File: src/rtl/mastermind_core.sv
// mastermind_core: holds the secret code, scores guesses sequentially (exact pass, then one pass per colour)
// and tracks turns, win and game-over. Define MASTERMIND_HISTORY_EN to build the per-turn history buffer.
module mastermind_core #(
    parameter int PEGS    = 4,
    parameter int COLOR_W = 3,
    parameter int TURNS   = 8,
    localparam int CW = $clog2(PEGS + 1),
    localparam int TW = $clog2(TURNS + 1),
    localparam int HW = (TURNS > 1) ? $clog2(TURNS) : 1
) (
    input  logic                      clk,
    input  logic                      rst_n,
    input  logic                      new_game,
    input  logic [PEGS*COLOR_W-1:0]   code_in,
    input  logic                      guess_valid,
    output logic                      guess_ready,
    input  logic [PEGS*COLOR_W-1:0]   guess_in,
    output logic                      result_valid,
    output logic [CW-1:0]             exact,
    output logic [CW-1:0]             partial,
    output logic [TW-1:0]             turn,
    output logic                      game_over,
    output logic                      win,
    input  logic [HW-1:0]             hist_sel,
    output logic [PEGS*COLOR_W-1:0]   hist_guess,
    output logic [CW-1:0]             hist_exact,
    output logic [CW-1:0]             hist_partial
);

    localparam int GW = PEGS * COLOR_W;

    localparam logic [2:0] IDLE  = 3'd0;
    localparam logic [2:0] PLAY  = 3'd1;
    localparam logic [2:0] EXACT = 3'd2;
    localparam logic [2:0] COLOR = 3'd3;
    localparam logic [2:0] DONE  = 3'd4;
    localparam logic [2:0] OVER  = 3'd5;

    logic [2:0]         state;
    logic [GW-1:0]      code_q;
    logic [GW-1:0]      guess_q;
    logic [CW-1:0]      exact_acc;
    logic [CW-1:0]      match_acc;
    logic [COLOR_W-1:0] color_idx;

    logic [CW-1:0] exact_cnt;
    logic [CW-1:0] code_cnt;
    logic [CW-1:0] guess_cnt;
    logic [CW-1:0] min_cnt;
    logic [CW-1:0] partial_cnt;
    logic [TW-1:0] turn_next;

    assign guess_ready = (state == PLAY);

    always_comb begin
        exact_cnt = '0;
        code_cnt  = '0;
        guess_cnt = '0;
        for (int i = 0; i < PEGS; i++) begin
            if (code_q[i*COLOR_W +: COLOR_W] == guess_q[i*COLOR_W +: COLOR_W])
                exact_cnt = exact_cnt + CW'(1);
            if (code_q[i*COLOR_W +: COLOR_W] == color_idx)
                code_cnt = code_cnt + CW'(1);
            if (guess_q[i*COLOR_W +: COLOR_W] == color_idx)
                guess_cnt = guess_cnt + CW'(1);
        end
        min_cnt     = (code_cnt < guess_cnt) ? code_cnt : guess_cnt;
        partial_cnt = (match_acc >= exact_acc) ? (match_acc - exact_acc) : '0;
        turn_next   = turn + TW'(1);
    end

    // new_game outranks everything, including an in-flight score, which is simply dropped
    always_ff @(posedge clk) begin
        if (!rst_n) begin
            state        <= IDLE;
            code_q       <= '0;
            guess_q      <= '0;
            exact_acc    <= '0;
            match_acc    <= '0;
            color_idx    <= '0;
            result_valid <= 1'b0;
            exact        <= '0;
            partial      <= '0;
            turn         <= '0;
            game_over    <= 1'b0;
            win          <= 1'b0;
        end else begin
            result_valid <= 1'b0;
            if (new_game) begin
                state     <= PLAY;
                code_q    <= code_in;
                exact     <= '0;
                partial   <= '0;
                turn      <= '0;
                game_over <= 1'b0;
                win       <= 1'b0;
            end else begin
                case (state)
                    PLAY: begin
                        if (guess_valid) begin
                            guess_q <= guess_in;
                            state   <= EXACT;
                        end
                    end
                    EXACT: begin
                        exact_acc <= exact_cnt;
                        match_acc <= '0;
                        color_idx <= '0;
                        state     <= COLOR;
                    end
                    COLOR: begin
                        match_acc <= match_acc + min_cnt;
                        color_idx <= color_idx + COLOR_W'(1);
                        if (color_idx == {COLOR_W{1'b1}})
                            state <= DONE;
                    end
                    DONE: begin
                        exact        <= exact_acc;
                        partial      <= partial_cnt;
                        result_valid <= 1'b1;
                        turn         <= turn_next;
                        if (exact_acc == CW'(PEGS)) begin
                            win       <= 1'b1;
                            game_over <= 1'b1;
                            state     <= OVER;
                        end else if (turn_next == TW'(TURNS)) begin
                            game_over <= 1'b1;
                            state     <= OVER;
                        end else begin
                            state <= PLAY;
                        end
                    end
                    default: ;
                endcase
            end
        end
    end

`ifdef MASTERMIND_HISTORY_EN
    logic [GW-1:0] hist_guess_mem   [TURNS];
    logic [CW-1:0] hist_exact_mem   [TURNS];
    logic [CW-1:0] hist_partial_mem [TURNS];
    logic          hist_sel_ok;

    // One entry per scored turn, written on the same edge that publishes the result
    always_ff @(posedge clk) begin
        if (!rst_n || new_game) begin
            for (int t = 0; t < TURNS; t++) begin
                hist_guess_mem[t]   <= '0;
                hist_exact_mem[t]   <= '0;
                hist_partial_mem[t] <= '0;
            end
        end else if (state == DONE) begin
            hist_guess_mem[turn[HW-1:0]]   <= guess_q;
            hist_exact_mem[turn[HW-1:0]]   <= exact_acc;
            hist_partial_mem[turn[HW-1:0]] <= partial_cnt;
        end
    end

    always_comb begin
        hist_sel_ok  = (TW'(hist_sel) < turn);
        hist_guess   = '0;
        hist_exact   = '0;
        hist_partial = '0;
        if (hist_sel_ok) begin
            hist_guess   = hist_guess_mem[hist_sel];
            hist_exact   = hist_exact_mem[hist_sel];
            hist_partial = hist_partial_mem[hist_sel];
        end
    end
`else
    logic unused_hist_sel;

    assign unused_hist_sel = ^hist_sel;
    assign hist_guess      = '0;
    assign hist_exact      = '0;
    assign hist_partial    = '0;
`endif

endmodule

File: config.mk
export PLATFORM = sky130hd
export DESIGN_NAME = mastermind_core
export DESIGN_NICKNAME = d
export VERILOG_FILES = /design/src/rtl/mastermind_core.sv
export SDC_FILE = /design/constraint.sdc
export NUM_CORES = 1
export LEC_CHECK = 0
export ABC_AREA = 1
export CAP_MARGIN = 20
export CORE_MARGIN = 1
export CORE_UTILIZATION = 40
export CTS_BUF_LIST = sky130_fd_sc_hd__clkbuf_4 sky130_fd_sc_hd__clkbuf_8 sky130_fd_sc_hd__clkbuf_16
export CTS_CLUSTER_SIZE = 16
export DETAILED_ROUTE_END_ITERATION = 8
export GPL_TIMING_DRIVEN = 0
export PLACE_DENSITY = 0.62
export SYNTH_ARGS = -nofsm -noshare
export SYNTH_HDL_FRONTEND = slang
export SYNTH_SLANG_ARGS = --single-unit
File: constraint.sdc
create_clock -name clk -period 8 [get_ports clk]
set_clock_uncertainty 0.05 [all_clocks]
set_input_delay 1.2 -clock clk [delete_from_list [all_inputs] [get_ports clk]]
set_output_delay 1.2 -clock clk [all_outputs]
set_load 0.05 [all_outputs]
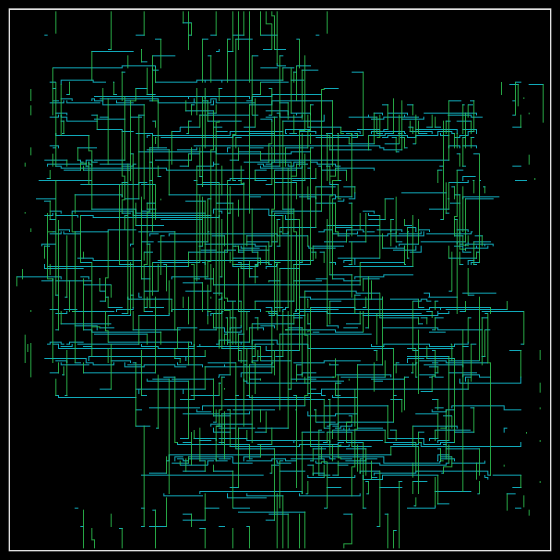
Run 1: wiring by layer
Only two layers are drawn.
Cyan marks metal 1, wire length 3240 um. Green marks metal 2, wire length 3100 um.
average wire length per cell after detail routing: 11.44 um
GRT Resource Usage Total: 17.13%
Vias: 2603

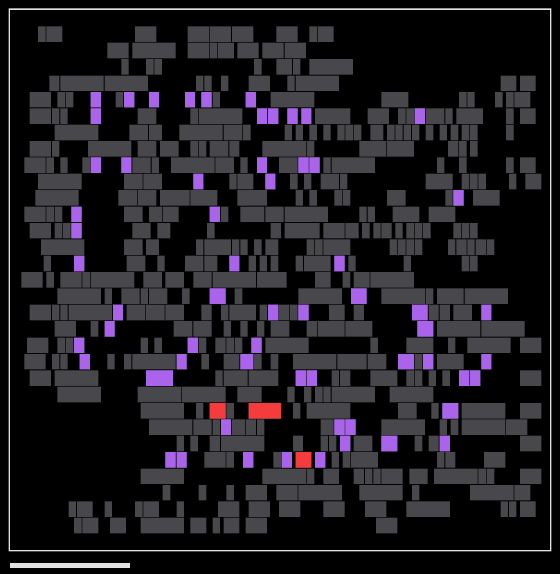
Run 1: gate families picked out
Bar = 20 um.
Red marks non-inverting ao/oa cells, cells 3. Purple marks aoi and oai cells, cells 61, where all over the die.
final std cells w/o fill: 576
combinational share of cell area: 47.46%
top logic cell by instance count in the layout: sky130_fd_sc_hd__nor2_1

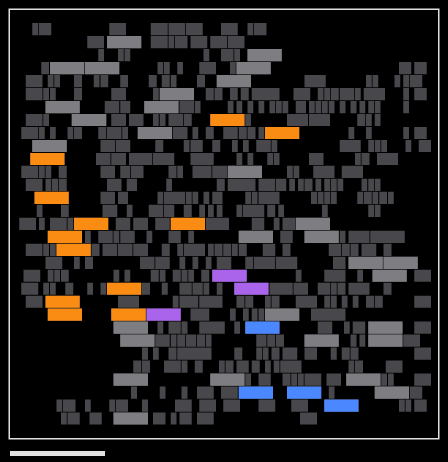
Run 1: register map, names as in the netlist
Bar = 20 um. Other sequential cells in the stronger gray, the rest of the logic in the fainter gray.
Blue marks `turn`, sequential cells 4. Purple marks `exact_acc`, sequential cells 3. Orange marks `code_q`, sequential cells 12, where middle left.
Another 30 sequential cells are not colored.

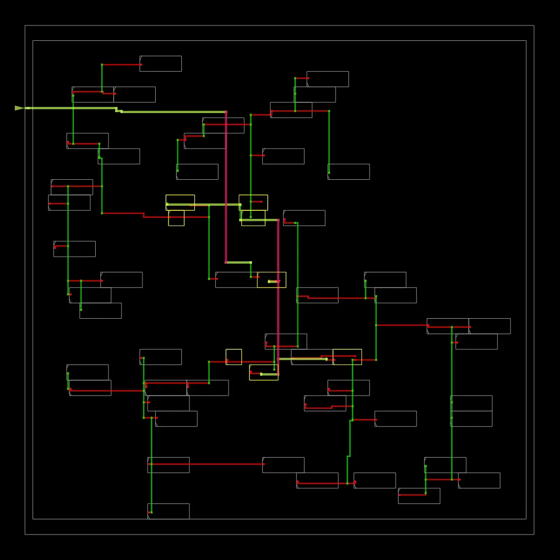
Run 1: clock nets
number of sequential cells: 49
clock network power: 0.155 mW
Insertion Delay late pin: 0.31 ns
clock sink count: 49
final-layout clock buffer total: 5

==> flow_results.xml, run 1 <==
<?xml version="1.0" encoding="UTF-8"?>
<metrics>
  <group name="synth">
    <metric name="xor_xnor_area_share" unit="%">11.87</metric>
    <metric name="synth.cellmix.simpleShare" unit="%">22.90</metric>
    <metric name="mux_area_share" unit="%">0</metric>
    <metric name="synthAdderAreaFrac" unit="%">9.435</metric>
    <metric name="ys_seq_elements" unit="">49</metric>
    <metric name="synth_seq_share" unit="%">31.88</metric>
    <metric name="edf_count" unit="">0</metric>
    <metric name="synthDistinctLibCells" unit="">41</metric>
    <metric name="async_reset_ff_share" unit="%">0</metric>
    <metric name="synth.most_common_cell" unit="">sky130_fd_sc_hd__nor2_1</metric>
    <metric name="dominantRegCellSynth" unit="">sky130_fd_sc_hd__dfxtp_1</metric>
    <metric name="mean_syn_cell_area" unit="um2">7.486</metric>
    <metric name="logic_family_by_area" unit="">simple AND/OR/NAND/NOR gates</metric>
    <metric name="ys_sh_aoi" unit="%">11.75</metric>
    <metric name="top_area_cell" unit="">sky130_fd_sc_hd__dfxtp_1</metric>
    <metric name="synthCells" unit="">411</metric>
    <metric name="post-synth-top-area-fraction" unit="%">31.88</metric>
    <metric name="synth.yosys.chip_area" unit="um2">3077</metric>
    <metric name="synth-warning-count" unit="">0</metric>
    <metric name="synth.top_cells.by_count" unit="">sky130_fd_sc_hd__nor2_1 (64), sky130_fd_sc_hd__nand2_1 (58), sky130_fd_sc_hd__dfxtp_1 (49)</metric>
    <metric name="ys_top_cells_by_area" unit="">sky130_fd_sc_hd__dfxtp_1 (32%), sky130_fd_sc_hd__xnor2_1 (8.3%), sky130_fd_sc_hd__ha_1 (8.1%)</metric>
    <metric name="ys_cells" unit="">411</metric>
    <metric name="mappedNetlistArea" unit="um2">3077</metric>
  </group>
  <group name="final_layout">
    <metric name="seq_area_share" unit="%">26.02</metric>
    <metric name="sequential_cell_area" unit="um2">980.9</metric>
    <metric name="final_design_utilization" unit="%">51.43</metric>
    <metric name="nonClockInverterCount" unit="">46</metric>
    <metric name="final_layout_top_logic_cells" unit="">sky130_fd_sc_hd__nor2_1 (64), sky130_fd_sc_hd__nand2_1 (58), sky130_fd_sc_hd__dfxtp_1 (49)</metric>
    <metric name="final.signal_buffer_count" unit="">71</metric>
    <metric name="buffer_area_share" unit="%">16.13</metric>
    <metric name="reg.largest.list" unit="">code_q x12, guess_q x12, turn x4</metric>
    <metric name="multiInputCombCellCount" unit="">303</metric>
    <metric name="antenna-diode-count" unit="">0</metric>
    <metric name="logic_area" unit="um2">1789</metric>
    <metric name="layout.area.top_class" unit="">multi-input combinational cells</metric>
    <metric name="post-route-cell-area" unit="um2">3770</metric>
    <metric name="drive_above_1_share" unit="%">11.11</metric>
    <metric name="final.fill_count" unit="">726</metric>
    <metric name="area_share_clock_buf_inv" unit="%">2.522</metric>
  </group>
  <group name="detailed_routing">
    <metric name="dr_iter_0_viols" unit="">105</metric>
    <metric name="drtPass1Iterations" unit="">4</metric>
    <metric name="met1Wirelength" unit="um">3240</metric>
    <metric name="routed_wl" unit="um">6592</metric>
    <metric name="met2RoutedLength" unit="um">3102</metric>
    <metric name="routed_via_density" unit="">4.519</metric>
    <metric name="post-route-drc-count" unit="">0</metric>
    <metric name="wl_met3" unit="um">180</metric>
    <metric name="ant_nets" unit="">0</metric>
  </group>
  <group name="die">
    <metric name="placeableCoreArea" unit="um2">7331</metric>
    <metric name="std_cell_rows" unit="">31</metric>
    <metric name="tapcell.inserted" unit="">99</metric>
    <metric name="die.size.y" unit="um">89.70</metric>
    <metric name="initCoreUtil" unit="%">41.97</metric>
    <metric name="floorplan.die.width" unit="um">89.70</metric>
    <metric name="floorplan.io_pins" unit="">63</metric>
    <metric name="chipArea" unit="um2">8046</metric>
  </group>
  <group name="placement">
    <metric name="globalplace.congestion" unit="">0.7993</metric>
    <metric name="placed_area" unit="um2">3675</metric>
    <metric name="detailedPlacementHpwl" unit="um">5236</metric>
    <metric name="buffer_ports.inserted" unit="">41</metric>
    <metric name="placed_instance_count" unit="">568</metric>
    <metric name="dp_worst_setup_slack" unit="ns">4.012</metric>
  </group>
  <group name="sta">
    <metric name="final-hold-violation-count" unit="">0</metric>
    <metric name="setup_tns" unit="ns">0</metric>
    <metric name="setup_viol_count_final" unit="">0</metric>
    <metric name="timing.slew.headroom" unit="%">66.38</metric>
    <metric name="fmaxAchievable" unit="MHz">249.5</metric>
    <metric name="worst_setup_slack_after_layout" unit="ns">3.992</metric>
    <metric name="rsz_0062_raised_after_global_routing" unit="">no</metric>
    <metric name="fin_crit_sh" unit="%">50.10</metric>
    <metric name="worst-slew-pin-transition" unit="ns">0.5028</metric>
    <metric name="period_minus_slack" unit="ns">4.008</metric>
    <metric name="maxSlewViolCount" unit="">0</metric>
    <metric name="whs" unit="ns">0.4258</metric>
  </group>
  <group name="clock_network">
    <metric name="cts_inserted_buffers" unit="">5</metric>
    <metric name="cts_tree" unit="">done</metric>
    <metric name="clock_tree.root_cell" unit="">sky130_fd_sc_hd__clkbuf_8</metric>
    <metric name="cts_setup_buffers" unit="">0</metric>
    <metric name="clk_pin_slew_worst_paths" unit="ns">0.10</metric>
    <metric name="cts.hold.buffers_added" unit="">0</metric>
    <metric name="cts-resized-gates" unit="">0</metric>
    <metric name="clock_path_buffers" unit="">2</metric>
  </group>
  <group name="global_route">
    <metric name="groute.layer.met3.usage" unit="%">2.792</metric>
    <metric name="grtUsageMet2" unit="%">29.17</metric>
    <metric name="grt_start_max_net_pins" unit="">18</metric>
    <metric name="grt_pass1_wl" unit="um">11250</metric>
    <metric name="initial_antenna_violation_count" unit="">0</metric>
    <metric name="grt_util_met1" unit="%">22.59</metric>
    <metric name="overflow" unit="">0</metric>
    <metric name="grt_most_used_layer" unit="">met2</metric>
  </group>
  <group name="worst_setup_path">
    <metric name="worst_path_most_repeated_cell" unit="">sky130_fd_sc_hd__nand2_1</metric>
    <metric name="rr_startpoint" unit="">color_idx[1]$_SDFFE_PN0P_</metric>
    <metric name="startpoint" unit="">color_idx[1]$_SDFFE_PN0P_</metric>
    <metric name="critical-path-slowest-cell" unit="">sky130_fd_sc_hd__fa_1</metric>
    <metric name="cp.arrival" unit="ns">4.20</metric>
    <metric name="maximum_cell_stage_delay_along_the_critical_path" unit="ns">0.37</metric>
    <metric name="setup.worst_path.start_class" unit="">flop</metric>
    <metric name="r2r_setup_slack" unit="ns">3.99</metric>
    <metric name="crit_cells" unit="">25</metric>
    <metric name="crit_family" unit="">adder cells</metric>
    <metric name="ff2ff_path_depth" unit="">25</metric>
    <metric name="reg2reg_end" unit="">match_acc[2]$_SDFFE_PN0P_</metric>
    <metric name="cp.buffers_inverters" unit="">5</metric>
  </group>
  <group name="power">
    <metric name="switching_power" unit="mW">0.2211</metric>
    <metric name="report.power.total" unit="mW">0.6185</metric>
    <metric name="comb_power_share" unit="%">32.5</metric>
    <metric name="p_leak" unit="nW">1.741</metric>
    <metric name="share_clk_of_total_power" unit="%">25.1</metric>
    <metric name="pwr.group.combinational" unit="mW">0.201</metric>
    <metric name="power.density" unit="nW/um2">164.1</metric>
    <metric name="powerSeq" unit="mW">0.262</metric>
  </group>
  <group name="status">
    <metric name="outcome" unit="">finished clean</metric>
  </group>
  <group name="flow_run">
    <metric name="maxCapViolations" unit="">0</metric>
    <metric name="count_of_tool_warnings" unit="">34</metric>
  </group>
  <group name="hold_path">
    <metric name="min_delay_path_depth" unit="">2</metric>
    <metric name="hold_crit_start" unit="">game_over$_SDFFE_PP0P_</metric>
  </group>
</metrics>
==> inputs of run 2 (changes only) <==
clock period = 3.9 ns   (was 8 ns; I/O delays follow)
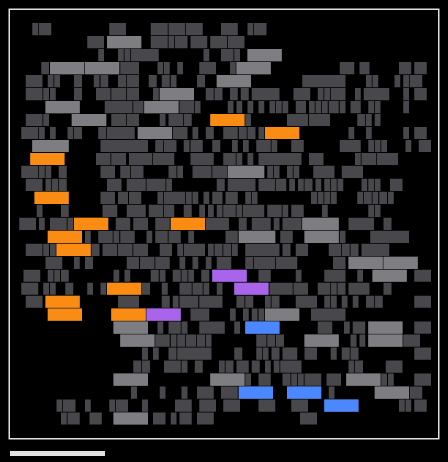
Run 2: register map, names as in the netlist
Bar = 20 um. Other sequential cells in the stronger gray, the rest of the logic in the fainter gray.
Purple marks `exact_acc`, sequential cells 3. Orange marks `code_q`, sequential cells 12, where middle left. Blue marks `turn`, sequential cells 4.
Another 30 sequential cells are not colored.
sequential power: 0.539 mW
final design utilization: 55.25%
register area: 985.9 um2
flop share of the area: 24.34%

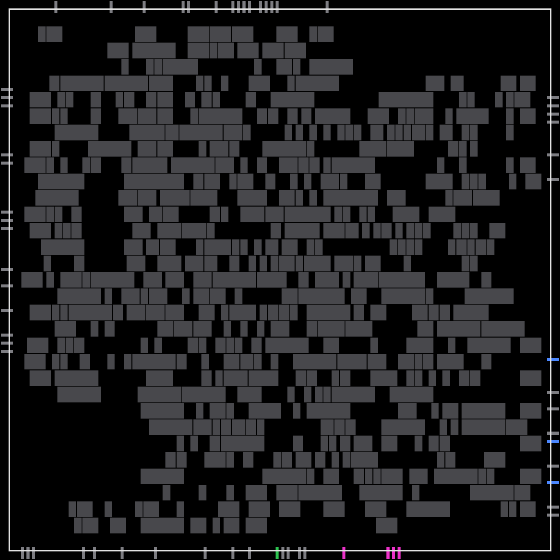
Run 2: pin map
Pins as bars across the die edge, other pins in gray.
Blue marks `exact`, pins 3, direction output, edge right. Magenta marks `turn`, pins 4, direction output, edge bottom. Green marks `rst_n`, pins 1, direction input, edge bottom.
All pins by edge: 19 bottom, 15 top, 15 right, 14 left.
IO buf count: 41
overall die width: 89.70 um
height of the chip: 89.70 um

==> flow_results.xml, run 2 <==
<?xml version="1.0" encoding="UTF-8"?>
<metrics>
  <group name="worst_setup_path">
    <metric name="worst_path_most_repeated_cell" unit="">sky130_fd_sc_hd__nand2_1</metric>
    <metric name="critical-path-slowest-cell" unit="">sky130_fd_sc_hd__fa_2</metric>
    <metric name="r2r_setup_slack" unit="ns">0.15</metric>
    <metric name="cp.arrival" unit="ns">3.94</metric>
    <metric name="rr_startpoint" unit="">color_idx[2]$_SDFFE_PN0P_</metric>
    <metric name="maximum_cell_stage_delay_along_the_critical_path" unit="ns">0.36</metric>
    <metric name="ff2ff_path_depth" unit="">23</metric>
    <metric name="setup.worst_path.start_class" unit="">flop</metric>
  </group>
  <group name="final_layout">
    <metric name="reg.largest.list" unit="">code_q x12, guess_q x12, turn x4</metric>
    <metric name="area_share_clock_buf_inv" unit="%">2.348</metric>
    <metric name="layout.area.top_class" unit="">multi-input combinational cells</metric>
    <metric name="logic_area" unit="um2">1917</metric>
    <metric name="post-route-cell-area" unit="um2">4050</metric>
    <metric name="drive_above_1_share" unit="%">19.84</metric>
    <metric name="clockBufferCount" unit="">5</metric>
    <metric name="antenna-diode-count" unit="">0</metric>
    <metric name="finalNonFillerCells" unit="">593</metric>
    <metric name="final.signal_buffer_count" unit="">88</metric>
  </group>
  <group name="sta">
    <metric name="timing.slew.headroom" unit="%">65.84</metric>
    <metric name="whs" unit="ns">0.4238</metric>
    <metric name="final-hold-violation-count" unit="">0</metric>
    <metric name="setup_viol_count_final" unit="">0</metric>
    <metric name="setup_tns" unit="ns">0</metric>
    <metric name="rsz_0062_raised_after_global_routing" unit="">yes</metric>
    <metric name="maxSlewViolCount" unit="">0</metric>
    <metric name="period_minus_slack" unit="ns">3.748</metric>
  </group>
  <group name="synth">
    <metric name="synth_seq_share" unit="%">31.88</metric>
    <metric name="logic_family_by_area" unit="">simple AND/OR/NAND/NOR gates</metric>
    <metric name="synthAdderAreaFrac" unit="%">9.435</metric>
    <metric name="xor_xnor_area_share" unit="%">11.87</metric>
    <metric name="synth.top_cells.by_count" unit="">sky130_fd_sc_hd__nor2_1 (64), sky130_fd_sc_hd__nand2_1 (58), sky130_fd_sc_hd__dfxtp_1 (49)</metric>
    <metric name="post-synth-top-area-fraction" unit="%">31.88</metric>
    <metric name="edf_count" unit="">0</metric>
    <metric name="dominantRegCellSynth" unit="">sky130_fd_sc_hd__dfxtp_1</metric>
    <metric name="synthCells" unit="">411</metric>
    <metric name="mean_syn_cell_area" unit="um2">7.486</metric>
    <metric name="synth.most_common_cell" unit="">sky130_fd_sc_hd__nor2_1</metric>
    <metric name="top_area_cell" unit="">sky130_fd_sc_hd__dfxtp_1</metric>
    <metric name="ys_top_cells_by_area" unit="">sky130_fd_sc_hd__dfxtp_1 (32%), sky130_fd_sc_hd__xnor2_1 (8.3%), sky130_fd_sc_hd__ha_1 (8.1%)</metric>
    <metric name="ys_cells" unit="">411</metric>
    <metric name="async_reset_ff_share" unit="%">0</metric>
    <metric name="mux_area_share" unit="%">0</metric>
    <metric name="synthDistinctLibCells" unit="">41</metric>
  </group>
  <group name="status">
    <metric name="outcome" unit="">finished clean</metric>
  </group>
  <group name="global_route">
    <metric name="groute.layer.met3.usage" unit="%">2.792</metric>
    <metric name="grt_start_max_net_pins" unit="">18</metric>
    <metric name="overflow" unit="">0</metric>
    <metric name="grt_pass1_wl" unit="um">11310</metric>
  </group>
  <group name="flow_run">
    <metric name="maxCapViolations" unit="">0</metric>
    <metric name="count_of_tool_warnings" unit="">35</metric>
  </group>
  <group name="clock_network">
    <metric name="cts_setup_buffers" unit="">0</metric>
    <metric name="cts_tree" unit="">done</metric>
    <metric name="clk-insertion-delay-late" unit="ns">0.31</metric>
    <metric name="cts.hold.buffers_added" unit="">0</metric>
    <metric name="clock_tree.root_cell" unit="">sky130_fd_sc_hd__clkbuf_8</metric>
    <metric name="clock_sink_count" unit="">49</metric>
    <metric name="clock_path_buffers" unit="">2</metric>
  </group>
  <group name="die">
    <metric name="initCoreUtil" unit="%">41.97</metric>
    <metric name="tapcell.inserted" unit="">99</metric>
    <metric name="placeableCoreArea" unit="um2">7331</metric>
    <metric name="chipArea" unit="um2">8046</metric>
    <metric name="floorplan.io_pins" unit="">63</metric>
  </group>
  <group name="power">
    <metric name="power.density" unit="nW/um2">326.8</metric>
    <metric name="share_clk_of_total_power" unit="%">24.1</metric>
    <metric name="pg_clk" unit="mW">0.319</metric>
    <metric name="report.power.total" unit="mW">1.324</metric>
    <metric name="p_leak" unit="nW">1.844</metric>
    <metric name="switching_power" unit="mW">0.4740</metric>
    <metric name="comb_power_share" unit="%">35.2</metric>
  </group>
  <group name="detailed_routing">
    <metric name="vias" unit="">2703</metric>
    <metric name="wl_met3" unit="um">292</metric>
    <metric name="met1Wirelength" unit="um">3135</metric>
    <metric name="routed_wl" unit="um">6923</metric>
    <metric name="ant_nets" unit="">0</metric>
    <metric name="met2RoutedLength" unit="um">3417</metric>
    <metric name="dr_iter_0_viols" unit="">103</metric>
    <metric name="drtPass1Iterations" unit="">4</metric>
    <metric name="route.detailed.wl_per_inst" unit="um">11.67</metric>
  </group>
  <group name="hold_path">
    <metric name="hold_crit_start" unit="">game_over$_SDFFE_PP0P_</metric>
    <metric name="min_delay_path_depth" unit="">2</metric>
  </group>
  <group name="placement">
    <metric name="placed_area" unit="um2">3675</metric>
    <metric name="placed_instance_count" unit="">568</metric>
    <metric name="dp_worst_setup_slack" unit="ns">-0.08762</metric>
    <metric name="globalplace.congestion" unit="">0.7993</metric>
  </group>
</metrics>
Power is estimated from default activity; no workload was simulated.
